## config.mk

```make
export PLATFORM = sky130hd
export DESIGN_NAME = usb_protocol_ctrl_flat
export DESIGN_NICKNAME = d
export VERILOG_FILES = /design/src/rtl/usb_protocol_ctrl_pkg.sv /design/src/rtl/usb_protocol_ctrl_if.sv /design/src/rtl/usb_protocol_ctrl_timeout_ctr.sv /design/src/rtl/usb_protocol_ctrl.sv /design/src/flat_wrapper.sv
export SDC_FILE = /design/constraint.sdc
export NUM_CORES = 1
export LEC_CHECK = 0
export ABC_AREA = 1
export CORE_ASPECT_RATIO = 1.1
export CORE_MARGIN = 1.5
export CORE_UTILIZATION = 50
export DETAILED_ROUTE_END_ITERATION = 16
export PLACE_DENSITY = 0.78
export SYNTH_ARGS = -nofsm -noshare
export SYNTH_HDL_FRONTEND = slang
export SYNTH_SLANG_ARGS = --single-unit
```

## constraint.sdc

```tcl
create_clock -name clk -period 3.1 [get_ports clk]
set_input_delay 0.465 -clock clk [delete_from_list [all_inputs] [get_ports clk]]
set_output_delay 0.465 -clock clk [all_outputs]
set_load 0.05 [all_outputs]
```

## src/rtl/usb_protocol_ctrl_pkg.sv

```systemverilog
// Shared types for the USB endpoint transaction controller: packet IDs, buffer owners, FSM states.
package usb_protocol_ctrl_pkg;

  typedef enum logic [2:0] {
    PktNone,
    PktOut,
    PktIn,
    PktData0,
    PktData1,
    PktAck,
    PktNak
  } pkt_t;

  typedef enum logic [1:0] {
    OwnAhb,
    OwnRx,
    OwnTx
  } owner_t;

  typedef enum logic [2:0] {
    StIdle,
    StOutWait,
    StOutRx,
    StSendHs,
    StWaitHs,
    StInSend,
    StInTx,
    StInAckWait
  } state_t;

  localparam int unsigned BufDepthDefault = 64;
  localparam int unsigned TimeoutDefault  = 800;

  function automatic logic is_data(pkt_t p);
    return (p == PktData0) || (p == PktData1);
  endfunction

  function automatic pkt_t data_pid(logic toggle);
    return toggle ? PktData1 : PktData0;
  endfunction

endpackage

```

## src/rtl/usb_protocol_ctrl_if.sv

```systemverilog
// Packet, buffer and status signals between the controller and its RX/TX/AHB neighbours.
interface usb_protocol_ctrl_if;
  import usb_protocol_ctrl_pkg::*;

  pkt_t       rx_packet;
  logic       rx_packet_valid;
  logic       rx_error;
  logic       rx_data_ready;
  logic [6:0] buffer_occupancy;
  logic       tx_armed;
  logic       tx_done;

  pkt_t       tx_packet;
  logic       tx_start;
  owner_t     buffer_owner;
  logic       clear_buffer;
  logic       rx_toggle_o;
  logic       tx_toggle_o;
  logic       out_done;
  logic       in_done;
  logic       timeout_err;
  logic       busy;

  // Environment side: RX decoder, TX encoder and AHB slave.
  modport master (
    output rx_packet, rx_packet_valid, rx_error, rx_data_ready, buffer_occupancy, tx_armed,
           tx_done,
    input  tx_packet, tx_start, buffer_owner, clear_buffer, rx_toggle_o, tx_toggle_o, out_done,
           in_done, timeout_err, busy
  );

  // Controller side.
  modport slave (
    input  rx_packet, rx_packet_valid, rx_error, rx_data_ready, buffer_occupancy, tx_armed,
           tx_done,
    output tx_packet, tx_start, buffer_owner, clear_buffer, rx_toggle_o, tx_toggle_o, out_done,
           in_done, timeout_err, busy
  );

endinterface

```

## src/rtl/usb_protocol_ctrl_timeout_ctr.sv

```systemverilog
// Saturating turnaround timer; expired_o holds once the count reaches TimeoutCycles.
module usb_protocol_ctrl_timeout_ctr #(
  parameter int unsigned TimeoutCycles = 800
) (
  input  logic clk,
  input  logic rst,
  input  logic clear_i,
  input  logic enable_i,
  output logic expired_o
);

  localparam int unsigned     CntW   = $clog2(TimeoutCycles + 1);
  localparam logic [CntW-1:0] CntMax = CntW'(TimeoutCycles);

  logic [CntW-1:0] cnt_d, cnt_q;

  always_comb begin
    cnt_d = cnt_q;
    if (clear_i) begin
      cnt_d = '0;
    end else if (enable_i && (cnt_q != CntMax)) begin
      cnt_d = cnt_q + CntW'(1);
    end
  end

  always_ff @(posedge clk) begin
    if (rst) begin
      cnt_q <= '0;
    end else begin
      cnt_q <= cnt_d;
    end
  end

  assign expired_o = (cnt_q == CntMax);

endmodule

```

## src/rtl/usb_protocol_ctrl.sv

```systemverilog
// USB endpoint transaction controller: sequences OUT/IN transactions, data toggles, buffer
// ownership and handshake replies, with turnaround timeouts.
module usb_protocol_ctrl
  import usb_protocol_ctrl_pkg::*;
#(
  parameter int unsigned TIMEOUT_CYCLES = TimeoutDefault,
  parameter int unsigned BUF_DEPTH      = BufDepthDefault
) (
  input logic                clk,
  input logic                rst,
  usb_protocol_ctrl_if.slave bus
);

  state_t state_d, state_q;
  owner_t owner_d, owner_q;
  pkt_t   tx_packet_d, tx_packet_q;
  logic   rx_toggle_d, rx_toggle_q;
  logic   tx_toggle_d, tx_toggle_q;
  logic   tx_start_d, tx_start_q;
  logic   clear_buffer_d, clear_buffer_q;
  logic   out_done_d, out_done_q;
  logic   in_done_d, in_done_q;
  logic   timeout_err_d, timeout_err_q;

  logic   timer_clear, timer_en, timer_expired;
  logic   pkt_event, pkt_good, occ_over, occ_nonzero;

  assign occ_over    = 32'(bus.buffer_occupancy) > BUF_DEPTH;
  assign occ_nonzero = (bus.buffer_occupancy != '0);
  // A lone rx_error still terminates a transaction that is waiting on the host.
  assign pkt_event   = bus.rx_packet_valid | bus.rx_error;
  assign pkt_good    = bus.rx_packet_valid & ~bus.rx_error;

  usb_protocol_ctrl_timeout_ctr #(
    .TimeoutCycles(TIMEOUT_CYCLES)
  ) u_timeout (
    .clk      (clk),
    .rst      (rst),
    .clear_i  (timer_clear),
    .enable_i (timer_en),
    .expired_o(timer_expired)
  );

  always_comb begin
    state_d        = state_q;
    owner_d        = owner_q;
    tx_packet_d    = tx_packet_q;
    rx_toggle_d    = rx_toggle_q;
    tx_toggle_d    = tx_toggle_q;
    tx_start_d     = 1'b0;
    clear_buffer_d = 1'b0;
    out_done_d     = 1'b0;
    in_done_d      = 1'b0;
    timeout_err_d  = 1'b0;

    unique case (state_q)
      StIdle: begin
        if (pkt_good && (bus.rx_packet == PktOut)) begin
          state_d = StOutWait;
          owner_d = OwnRx;
        end else if (pkt_good && (bus.rx_packet == PktIn)) begin
          tx_start_d = 1'b1;
          if (bus.tx_armed && occ_nonzero) begin
            state_d     = StInSend;
            owner_d     = OwnTx;
            tx_packet_d = data_pid(tx_toggle_q);
          end else begin
            state_d     = StSendHs;
            tx_packet_d = PktNak;
          end
        end
      end

      StOutWait, StOutRx: begin
        if (pkt_event) begin
          if (!pkt_good || !is_data(bus.rx_packet)) begin
            clear_buffer_d = 1'b1;
            state_d        = StIdle;
          end else if (occ_over) begin
            tx_packet_d    = PktNak;
            tx_start_d     = 1'b1;
            clear_buffer_d = 1'b1;
            state_d        = StSendHs;
          end else begin
            tx_packet_d = PktAck;
            tx_start_d  = 1'b1;
            state_d     = StSendHs;
            if ((bus.rx_packet == PktData1) == rx_toggle_q) begin
              rx_toggle_d = ~rx_toggle_q;
              out_done_d  = 1'b1;
            end else begin
              // Host retried a packet we already accepted: ACK again, drop the duplicate.
              clear_buffer_d = 1'b1;
            end
          end
        end else if ((state_q == StOutWait) && bus.rx_data_ready) begin
          state_d = StOutRx;
        end else if (timer_expired) begin
          timeout_err_d  = 1'b1;
          clear_buffer_d = 1'b1;
          state_d        = StIdle;
        end
      end

      StSendHs: begin
        state_d = StWaitHs;
      end

      StWaitHs: begin
        if (bus.tx_done) begin
          state_d = StIdle;
        end
      end

      StInSend: begin
        state_d = bus.tx_done ? StInAckWait : StInTx;
      end

      StInTx: begin
        if (bus.tx_done) begin
          state_d = StInAckWait;
        end
      end

      StInAckWait: begin
        // A packet arriving on the expiry cycle takes priority over the timeout.
        if (pkt_event) begin
          state_d = StIdle;
          if (pkt_good && (bus.rx_packet == PktAck)) begin
            tx_toggle_d    = ~tx_toggle_q;
            in_done_d      = 1'b1;
            clear_buffer_d = 1'b1;
          end
        end else if (timer_expired) begin
          timeout_err_d = 1'b1;
          state_d       = StIdle;
        end
      end
    endcase

    if ((state_d == StIdle) && (state_q != StIdle)) begin
      owner_d     = OwnAhb;
      tx_packet_d = PktNone;
    end
  end

  assign timer_en    = (state_q == StOutWait) || (state_q == StOutRx) || (state_q == StInAckWait);
  assign timer_clear = ((state_d == StOutWait) && (state_q != StOutWait)) ||
                       ((state_d == StInAckWait) && (state_q != StInAckWait));

  always_ff @(posedge clk) begin
    if (rst) begin
      state_q        <= StIdle;
      owner_q        <= OwnAhb;
      tx_packet_q    <= PktNone;
      rx_toggle_q    <= 1'b0;
      tx_toggle_q    <= 1'b0;
      tx_start_q     <= 1'b0;
      clear_buffer_q <= 1'b0;
      out_done_q     <= 1'b0;
      in_done_q      <= 1'b0;
      timeout_err_q  <= 1'b0;
    end else begin
      state_q        <= state_d;
      owner_q        <= owner_d;
      tx_packet_q    <= tx_packet_d;
      rx_toggle_q    <= rx_toggle_d;
      tx_toggle_q    <= tx_toggle_d;
      tx_start_q     <= tx_start_d;
      clear_buffer_q <= clear_buffer_d;
      out_done_q     <= out_done_d;
      in_done_q      <= in_done_d;
      timeout_err_q  <= timeout_err_d;
    end
  end

  assign bus.tx_packet    = tx_packet_q;
  assign bus.tx_start     = tx_start_q;
  assign bus.buffer_owner = owner_q;
  assign bus.clear_buffer = clear_buffer_q;
  assign bus.rx_toggle_o  = rx_toggle_q;
  assign bus.tx_toggle_o  = tx_toggle_q;
  assign bus.out_done     = out_done_q;
  assign bus.in_done      = in_done_q;
  assign bus.timeout_err  = timeout_err_q;
  assign bus.busy         = (state_q != StIdle);

endmodule

```

## src/flat_wrapper.sv

```systemverilog
// flat-port wrapper written by rule: the top's interface ports become plain ports
module usb_protocol_ctrl_flat import usb_protocol_ctrl_pkg::*;
#(
  parameter int unsigned TIMEOUT_CYCLES = TimeoutDefault,
  parameter int unsigned BUF_DEPTH      = BufDepthDefault
)
  (clk, rst, bus_rx_packet, bus_rx_packet_valid, bus_rx_error, bus_rx_data_ready, bus_buffer_occupancy, bus_tx_armed, bus_tx_done, bus_tx_packet, bus_tx_start, bus_buffer_owner, bus_clear_buffer, bus_rx_toggle_o, bus_tx_toggle_o, bus_out_done, bus_in_done, bus_timeout_err, bus_busy);
  usb_protocol_ctrl_if bus_i ();
  input logic clk;
  input logic rst;
  input wire logic [$bits(bus_i.rx_packet)-1:0] bus_rx_packet;
  input wire logic [$bits(bus_i.rx_packet_valid)-1:0] bus_rx_packet_valid;
  input wire logic [$bits(bus_i.rx_error)-1:0] bus_rx_error;
  input wire logic [$bits(bus_i.rx_data_ready)-1:0] bus_rx_data_ready;
  input wire logic [$bits(bus_i.buffer_occupancy)-1:0] bus_buffer_occupancy;
  input wire logic [$bits(bus_i.tx_armed)-1:0] bus_tx_armed;
  input wire logic [$bits(bus_i.tx_done)-1:0] bus_tx_done;
  output wire logic [$bits(bus_i.tx_packet)-1:0] bus_tx_packet;
  output wire logic [$bits(bus_i.tx_start)-1:0] bus_tx_start;
  output wire logic [$bits(bus_i.buffer_owner)-1:0] bus_buffer_owner;
  output wire logic [$bits(bus_i.clear_buffer)-1:0] bus_clear_buffer;
  output wire logic [$bits(bus_i.rx_toggle_o)-1:0] bus_rx_toggle_o;
  output wire logic [$bits(bus_i.tx_toggle_o)-1:0] bus_tx_toggle_o;
  output wire logic [$bits(bus_i.out_done)-1:0] bus_out_done;
  output wire logic [$bits(bus_i.in_done)-1:0] bus_in_done;
  output wire logic [$bits(bus_i.timeout_err)-1:0] bus_timeout_err;
  output wire logic [$bits(bus_i.busy)-1:0] bus_busy;
  assign bus_i.rx_packet = bus_rx_packet;
  assign bus_i.rx_packet_valid = bus_rx_packet_valid;
  assign bus_i.rx_error = bus_rx_error;
  assign bus_i.rx_data_ready = bus_rx_data_ready;
  assign bus_i.buffer_occupancy = bus_buffer_occupancy;
  assign bus_i.tx_armed = bus_tx_armed;
  assign bus_i.tx_done = bus_tx_done;
  assign bus_tx_packet = bus_i.tx_packet;
  assign bus_tx_start = bus_i.tx_start;
  assign bus_buffer_owner = bus_i.buffer_owner;
  assign bus_clear_buffer = bus_i.clear_buffer;
  assign bus_rx_toggle_o = bus_i.rx_toggle_o;
  assign bus_tx_toggle_o = bus_i.tx_toggle_o;
  assign bus_out_done = bus_i.out_done;
  assign bus_in_done = bus_i.in_done;
  assign bus_timeout_err = bus_i.timeout_err;
  assign bus_busy = bus_i.busy;
  usb_protocol_ctrl #(.TIMEOUT_CYCLES(TIMEOUT_CYCLES), .BUF_DEPTH(BUF_DEPTH)) u_core (.clk(clk), .rst(rst), .bus(bus_i));
endmodule
```

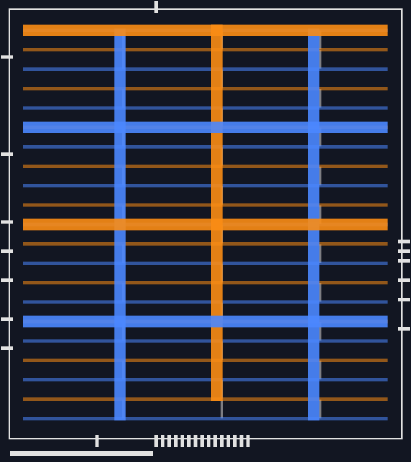
Run 1: power grid
Bar = 20 um. Pins as bars on the die edge. Tap cells in grey.
orange -> VDD
blue -> VSS
met4 straps = 3
signal pins = 30
met5 straps = 4
Max VDD drop: 0.249 mV
die height: 60.0 um
Core Area: 2780 um2
die width: 54.8 um

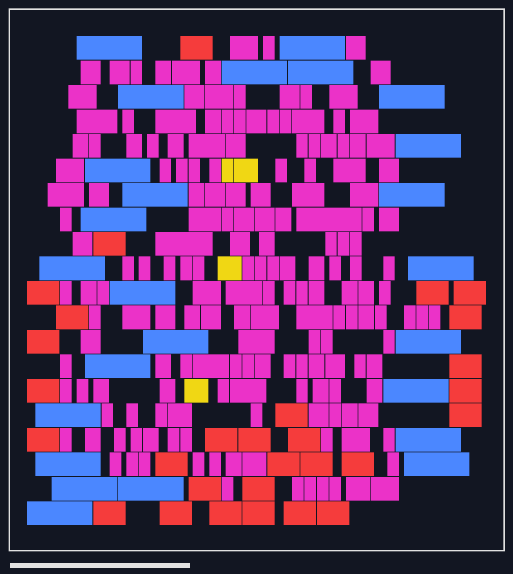
Run 1: placed cells, one colour a class
Bar = 20 um.
magenta -> all other logic  # cells 177
red -> other buffers and delay cells  # cells 29
blue -> flops  # cells 25
yellow -> clock drivers and dummy loads  # cells 4
final design utilization: 65.9%
Finished Cell Area: 1830 um2
Core Rows: 20
flop share of the area: 27.4%

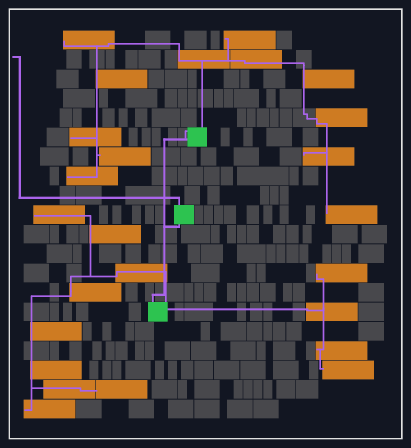
Run 1: clock distribution
orange -> flip-flops  # count 25
purple -> clock wires  # length 300 um
green -> cells driving clock nets  # count 3
routed clock nets = 4
clock network power share: 23.8%
Late-Pin Clk Latency: 320 ps
final setup skew: 1.01 ps

==> impl_metrics.json, run 1 <==
{
  "compound_area_share_pct": 6.28,
  "internal-power_mw": 0.428,
  "met1_length_mm": 1.45,
  "nClkBuffers": 4,
  "grt_remaining_overflow": 0,
  "finalSetupTns_ps": 0,
  "async_flop_share_pct": 0,
  "largest_cell_class": "logic gates",
  "cts.sink_count": 25,
  "common_cells": "nand2_1, inv_1, nor2_1",
  "buf_share_pct": 15.9,
  "yosys_area_um2": 1480,
  "fmaxAchievable_mhz": 408,
  "numCtsBuffers": 3,
  "setup_viol": 0,
  "max_stage_delay_ps": 820,
  "yosys_most_used_dff": "dfxtp_1",
  "globalRouteMet3Util_pct": 3.25,
  "maxCapViolations": 0,
  "post_cts_resized": 0,
  "r2r_slack_ps": 1200,
  "first_pass_iters": 4,
  "dieArea_um2": 3290,
  "fp_nets": 222,
  "route.met3.wl_um": 103,
  "crit_start": "u_core.state_q[1]",
  "final_cell_mix": "nand2_1, clkdlybuf4s50_1, inv_1",
  "comb_area_um2": 845,
  "whs_ps": 525,
  "dp.cells": 264,
  "tightest_slew_ps": 596,
  "yosys_cells": 203,
  "postCtsSetupBuffers": 0,
  "p_total_mw": 0.604,
  "nMultiInputCombCells": 144,
  "portBuffers": 29,
  "whs_endpoint": "u_core.bus.buffer_owner[0]",
  "r2r-end": "u_core.bus.tx_packet[2]",
  "drtIter0Drc": 33,
  "critical_path_class": "flip-flop to output port",
  "largest_reg_flops": 10,
  "status": "finished, final reports clean",
  "seqPwrFrac_pct": 55.3,
  "final_nets": 255,
  "layout.non_clock_inverters": 33,
  "ant_nets": 0,
  "syn2layout_area_growth_pct": 24.0,
  "power.net_switching_mw": 0.176,
  "cp-endpoint": "bus_busy",
  "antenna_found_initial": 0,
  "synth_cell_types": 28,
  "sh_comb_area_pct": 46.2,
  "pg_clk_mw": 0.144,
  "pin_count": 30,
  "powerSeq_mw": 0.334,
  "ys_seq_share_pct": 33.9,
  "regMostFlops": "u_core.u_timeout.cnt_q",
  "cts_tree": "built",
  "buffers": 29,
  "yosysWarnings": 0,
  "slew_headroom_pct": 59.9,
  "path_buffers": 3
}
==> inputs of run 2 (changes only) <==
==> constraint.sdc (replaced) <==
create_clock -name clk -period 2.5 [get_ports clk]
set_input_delay 0.375 -clock clk [delete_from_list [all_inputs] [get_ports clk]]
set_output_delay 0.375 -clock clk [all_outputs]
set_load 0.05 [all_outputs]
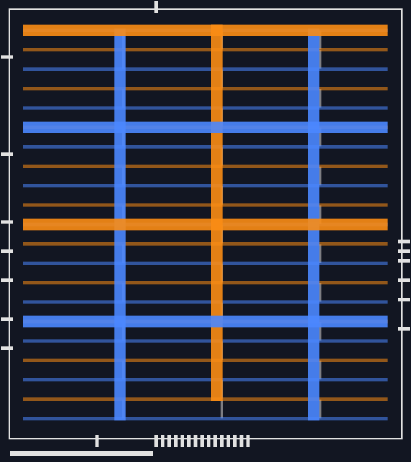
Run 2: power grid
Bar = 20 um. Pins as bars on the die edge. Tap cells in grey.
blue -> VSS
orange -> VDD
tap cells = 33
met1 rails = 21
rows = 20
Max VDD drop: 0.332 mV

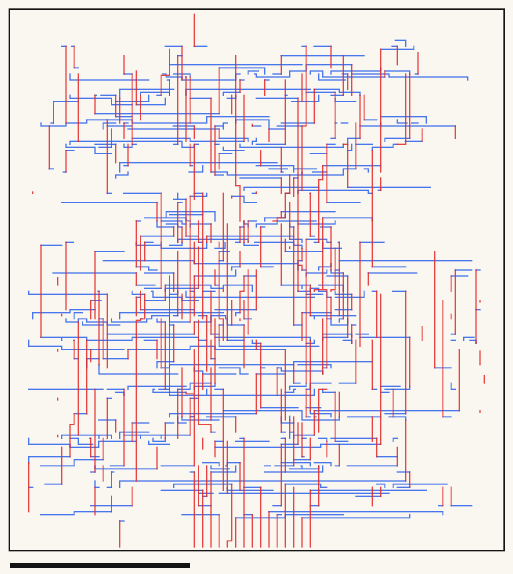
Run 2: metal layers overlaid
Bar = 20 um. Only two layers are drawn.
red -> met2  # wire length 1,240 um
blue -> met1  # wire length 1,520 um
vias after detailed routing: 1,311
wire per inst: 10.8 um
GRT Util Overall: 21.7%
final wirelength: 2.92 mm

==> run 2 against run 1 <==
  * Clock-buffer cell count unchanged
  * Clock skew grew 3.1 ps
  * Synthesized cell count stayed put
  * Total power rose by 25%
  * Combinational power increased by 24%
==> impl_metrics.json, run 2 <==
{
  "critical_path_class": "flip-flop to output port",
  "post_cts_resized": 0,
  "sh_comb_area_pct": 46.0,
  "syn2layout_area_growth_pct": 24.5,
  "dieHeight_um": 60.0,
  "htree_levels": 1,
  "largest_reg_flops": 10,
  "regMostFlops": "u_core.u_timeout.cnt_q",
  "crit_path_top_delay_cell": "clkdlybuf4s50_1",
  "clk_path_buf_depth": 2,
  "yosys_cells": 203,
  "grt_max_degree": 14,
  "postLayoutCoreUtil_pct": 66.1,
  "yosys_area_um2": 1480,
  "clock_latency_ps": 330,
  "maxPowerGroup": "sequential cells",
  "nMultiInputCombCells": 144,
  "grt_remaining_overflow": 0,
  "design_area_um2": 1840,
  "globalRouteMet3Util_pct": 3.00,
  "common_cells": "nand2_1, inv_1, nor2_1",
  "dp.cells": 265,
  "comb_area_um2": 845,
  "cp-endpoint": "bus_busy",
  "critPathArrivalTime_ps": 1990,
  "synth_cell_types": 28,
  "tool_warnings": 27,
  "buf_share_pct": 16.2,
  "edf_count": 0,
  "drtIter0Drc": 33,
  "clock_skew_ps": 4.08,
  "layout.non_clock_inverters": 33,
  "yosysWarnings": 0,
  "finalHoldViolations": 0,
  "die-width_um": 54.8,
  "ys_seq_share_pct": 33.9,
  "crit_fanout": 6,
  "first_pass_iters": 4,
  "flops": 25,
  "numCtsBuffers": 3,
  "whs_ps": 529,
  "dieArea_um2": 3290,
  "postCtsSetupBuffers": 0,
  "ant_nets": 0,
  "fp_nets": 222,
  "maxCapViolations": 0,
  "cts-root-buf": "clkbuf_4",
  "pwr-share-comb_pct": 20.8,
  "path_cells": "nor2_2 > inv_2 > nor2_4 > inv_2 > clkdlybuf4s50_1",
  "synth_area_um2": 1480,
  "rows": 20,
  "slew_headroom_pct": 65.9,
  "r2r_slack_ps": 570,
  "status": "finished, final reports clean",
  "synthCells": 203,
  "clk_share_pct": 1.43,
  "whs_endpoint": "u_core.bus.tx_toggle_o",
  "async_flop_share_pct": 0,
  "largest_cell_class": "logic gates",
  "power.net_switching_mw": 0.225,
  "yosys_most_used_dff": "dfxtp_1",
  "cts.sink_count": 25,
  "drc": 0,
  "compound_area_share_pct": 6.28,
  "pg_clk_mw": 0.185,
  "seqPwrFrac_pct": 54.8,
  "internal-power_mw": 0.532,
  "r2r-end": "u_core.bus.tx_packet[1]",
  "finalSetupTns_ps": 0,
  "final_cell_mix": "nand2_1, clkdlybuf4s50_1, inv_1",
  "final_nets": 256,
  "avgViaCountPerCell": 4.87,
  "nClkBuffers": 4,
  "portBuffers": 29,
  "p_clk_share_pct": 24.4,
  "rr_worst_depth": 11,
  "path_buffers": 3,
  "powerSeq_mw": 0.415,
  "core_area_um2": 2780,
  "cts_tree": "built",
  "seq_share_pct": 27.2,
  "setup_viol": 0,
  "taps": 33,
  "fmaxAchievable_mhz": 422,
  "buffers": 30,
  "max_stage_delay_ps": 820,
  "syn-mean-instance-area_um2": 7.27,
  "crit_start": "u_core.state_q[0]",
  "met1_length_mm": 1.52,
  "antenna_found_initial": 0,
  "route.met3.wl_um": 108,
  "pin_count": 30,
  "p_total_mw": 0.757,
  "tightest_slew_ps": 510,
  "grt_pass1_vias": 1212
}
Power figures rest on the tool's default switching activity, not on a simulated workload.
